## src/rtl/uart_rx.sv

```systemverilog
// Receiver for the inverted-polarity serial line (idle 0, start 1, data inverted, stop 0).
// Oversamples at 16x via sample_clk and hands each byte over through a valid/ack register.
module uart_rx (
    input  logic       ref_clk,
    input  logic       reset_n,
    input  logic       sample_clk,
    input  logic       line,
    input  logic       ack,
    output logic [7:0] data,
    output logic       valid,
    output logic       busy,
    output logic       frame_err,
    output logic       overrun
);

    typedef enum logic [1:0] {StIdle, StStart, StData, StStop} state_e;

    state_e     r_state, w_state_d;
    logic       r_sync1, r_sync2;
    logic [3:0] r_tcnt, w_tcnt_d;
    logic [2:0] r_bidx, w_bidx_d;
    logic [7:0] r_shift, w_shift_d;
    logic [7:0] r_data, w_data_d;
    logic       r_valid, w_valid_d;
    logic       r_frame_err, w_frame_err_d;
    logic       r_overrun, w_overrun_d;
    logic       w_done;

    always_ff @(posedge ref_clk or negedge reset_n) begin
        if (!reset_n) begin
            r_sync1     <= 1'b0;
            r_sync2     <= 1'b0;
            r_state     <= StIdle;
            r_tcnt      <= 4'd0;
            r_bidx      <= 3'd0;
            r_shift     <= 8'h00;
            r_data      <= 8'h00;
            r_valid     <= 1'b0;
            r_frame_err <= 1'b0;
            r_overrun   <= 1'b0;
        end else begin
            r_sync1     <= line;
            r_sync2     <= r_sync1;
            r_state     <= w_state_d;
            r_tcnt      <= w_tcnt_d;
            r_bidx      <= w_bidx_d;
            r_shift     <= w_shift_d;
            r_data      <= w_data_d;
            r_valid     <= w_valid_d;
            r_frame_err <= w_frame_err_d;
            r_overrun   <= w_overrun_d;
        end
    end

    always_comb begin
        w_state_d = r_state;
        w_tcnt_d  = r_tcnt;
        w_bidx_d  = r_bidx;
        w_shift_d = r_shift;
        w_done    = 1'b0;
        if (sample_clk) begin
            unique case (r_state)
                StIdle: begin
                    if (r_sync2) begin
                        w_state_d = StStart;
                        w_tcnt_d  = 4'd0;
                    end
                end
                StStart: begin
                    w_tcnt_d = r_tcnt + 4'd1;
                    if (r_tcnt == 4'd7) begin
                        // Mid-start check rejects short glitches without touching any flag.
                        if (r_sync2) begin
                            w_state_d = StData;
                            w_tcnt_d  = 4'd0;
                            w_bidx_d  = 3'd0;
                        end else begin
                            w_state_d = StIdle;
                        end
                    end
                end
                StData: begin
                    w_tcnt_d = r_tcnt + 4'd1;
                    if (r_tcnt == 4'd15) begin
                        w_shift_d[r_bidx] = ~r_sync2;
                        w_bidx_d          = r_bidx + 3'd1;
                        if (r_bidx == 3'd7) begin
                            w_state_d = StStop;
                        end
                    end
                end
                StStop: begin
                    w_tcnt_d = r_tcnt + 4'd1;
                    if (r_tcnt == 4'd15) begin
                        w_done    = 1'b1;
                        w_state_d = StIdle;
                    end
                end
                default: w_state_d = StIdle;
            endcase
        end
    end

    // Byte completion takes priority over a same-cycle ack.
    always_comb begin
        w_data_d      = r_data;
        w_valid_d     = r_valid;
        w_frame_err_d = r_frame_err;
        w_overrun_d   = r_overrun;
        if (w_done) begin
            w_data_d      = r_shift;
            w_valid_d     = 1'b1;
            w_frame_err_d = r_sync2;
            w_overrun_d   = r_overrun | r_valid;
        end else if (ack) begin
            w_valid_d   = 1'b0;
            w_overrun_d = 1'b0;
        end
    end

    assign data      = r_data;
    assign valid     = r_valid;
    assign busy      = (r_state != StIdle);
    assign frame_err = r_frame_err;
    assign overrun   = r_overrun;

endmodule

```

## config.mk

```make
export PLATFORM = sky130hd
export DESIGN_NAME = uart_rx
export DESIGN_NICKNAME = d
export VERILOG_FILES = /design/src/rtl/uart_rx.sv
export SDC_FILE = /design/constraint.sdc
export NUM_CORES = 1
export LEC_CHECK = 0
export CORE_MARGIN = 2
export CORE_UTILIZATION = 45
export DETAILED_ROUTE_END_ITERATION = 12
export GPL_TIMING_DRIVEN = 0
export PLACE_DENSITY = 0.67
export RECOVER_POWER = 25
export SLEW_MARGIN = 15
export SYNTH_ARGS = -nofsm -noshare
export SYNTH_HDL_FRONTEND = slang
export SYNTH_SLANG_ARGS = --single-unit
```

## constraint.sdc

```tcl
create_clock -name ref_clk -period 2.3 [get_ports ref_clk]
set_clock_uncertainty 0.1 [all_clocks]
set_input_delay 0.46 -clock ref_clk [delete_from_list [all_inputs] [get_ports ref_clk]]
set_output_delay 0.46 -clock ref_clk [all_outputs]
set_load 0.05 [all_outputs]
```

Sequential cells colored by netlist name:
Drawn at 8 px/um. Other sequential cells in the stronger gray, the rest of the logic in the fainter gray.
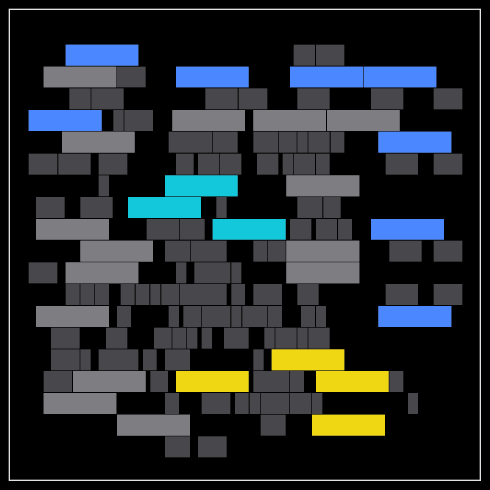
yellow -> r_tcnt  # placed flops 4
cyan -> r_bidx  # placed flops 3
blue -> data  # placed flops 8
FF/Latch Area: 751 um2
Power Sequential: 0.000661 W
Seq area share: 0.470
post-layout utilization of the core: 0.570

Metal layers overlaid:
Drawn at 8 px/um. Two of the layers only.
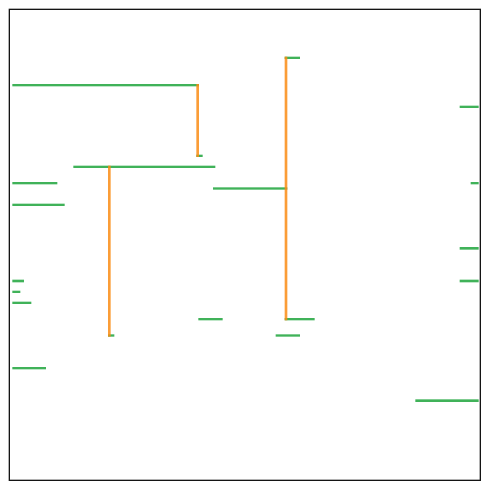
orange -> met4  # wire length 62.6 um
green -> met3  # wire length 94.3 um
via count: 953
routed length per instance: 13.5 um
final WL: 2270 um
GRT Total Usage: 0.164

==> Slide: Implementation Results <==
Implementation Results

Status
  • Status: finished with violations
  • Failing checks: max-capacitance violations, max-slew violations

Worst setup path
  • Largest stage delay, worst path: between 0.4 and 0.5 ns
  • Crit path to: busy
  • Slowest-stage cell, CP: dfrtp_1
  • Worst EP arrival: roughly 1.6 ns
  • Delay-heaviest family, CP: buffers and inverters
  • Critical path startpoint category: flop
  • Worst Setup SP: r_state[0]
  • FF-to-FF setup slack: approximately 0.36 ns

Placement
  • DP HPWL: 1550 um
  • DP Cell Count: roughly 160

Flow run
  • # Max-Cap Violations: 1

Die
  • Core Region: 2810 um2
  • Die Y: roughly 59 um
  • Floorplan Utilization: 0.480
  • Die area: between 3000 and 4000 um2
  • Io pins: 17

STA
  • Normalized max-slew margin: -0.0349
  • Final setup TNS: 0 ns
  • Final hold vios: 0
  • Fin crit period: 2.18 ns
  • Max-slew violations: 31

Clock tree
  • Cts bufs inserted: 5
  • CTS tree: built
  • Clock buffer depth: 2
  • Hold buffers post-CTS: 0

Global routing
  • Global routing met3 resource utilization: 0.0462
  • Grt met1 use: 0.208

Finish
  • Area grow syn2layout: 18.7%
  • Share of layout cells above drive strength 1: 0.168

Synthesis
  • Yosys cell count: between 100 and 150
  • Yosys aoi share: 0.148
  • Synth Cell Area: between 1000 and 1500 um2
  • Synthesis area per yosys: 1350 um2
  • Post-synth seq share: 0.558

Detailed routing
  • Vias per cell: 5.67
  • Top sig layer: met4
  • Post-detailed-route count of antenna-violating nets: 0
  • First drt pass iteration count: 4

Power and ir drop
  • LEAKAGE: between 0.7 and 0.8 nW
  • Pwr dens: between 900 and 1000 nW/um2
[sequential cells by signal, summed over array words and instances (netlist names), named ones only]
| register | count |
|---|---|
| r_state | 1 |
| r_tcnt | 4 |
| r_sync1 | 1 |
| r_bidx | 3 |
| r_sync2 | 1 |
| valid | 1 |
| frame_err | 1 |
| r_shift | 8 |
| data | 8 |
| overrun | 1 |
[synth_stat cells (all sizes together)]
cell,instances,area [um2]
nand2,7,26.3
nor4,1,6.26
a21oi,5,25.0
nor3,1,16.3
o211ai,1,7.51
a31oi,1,6.26
clkbuf,4,16.3
nand2b,2,12.5
a32o,1,10.0
nor2,3,11.3
nand3,4,20.0
mux2i,4,40.0
mux2,10,113
o311ai,1,8.76
nand4b,2,17.5
buf,2,10.0
o21ai,6,30.0
dfrtp,30,751
o41ai,3,26.3
o31ai,7,52.6
nor2b,1,6.26
or4,1,7.51
o22ai,1,6.26
or2,1,6.26
nor4b,1,15.0
inv,5,18.8
and4b,1,10.0
ha,3,37.5
nand4,1,6.26
a22o,3,26.3
[area by class of cell]
class,instances,area (um2)
multi-input cells,72,551
plain buffers,6,26.3
repair buffers,16,153
well taps,31,38.8
inverters,5,18.8
flip-flops and latches,30,751
clock inverters,1,5.00
fillers,236,1210
clock buffers,7,55.1
[worst register-to-register path, delay by kind of cell, from the launching register on]
family / cells / cell delay (ns)
adders and majority gates: 1 / 0.27
DFF: 1 / 0.40
muxes: 1 / 0.39
and+or+nand+nor: 2 / 0.68
[power groups by stage]
stage	logic, W	registers [W]	clock network [W]
finish	0.000469	0.000661	0.000324
global route	0.000511	0.000675	0.000361
CTS	0.000476	0.000661	0.000340
detailed placement	0.000478	0.000670	0
global placement	0.000467	0.000669	0
floorplan	0.000256	0.000756	0
Power figures rest on the tool's default switching activity, not on a simulated workload.
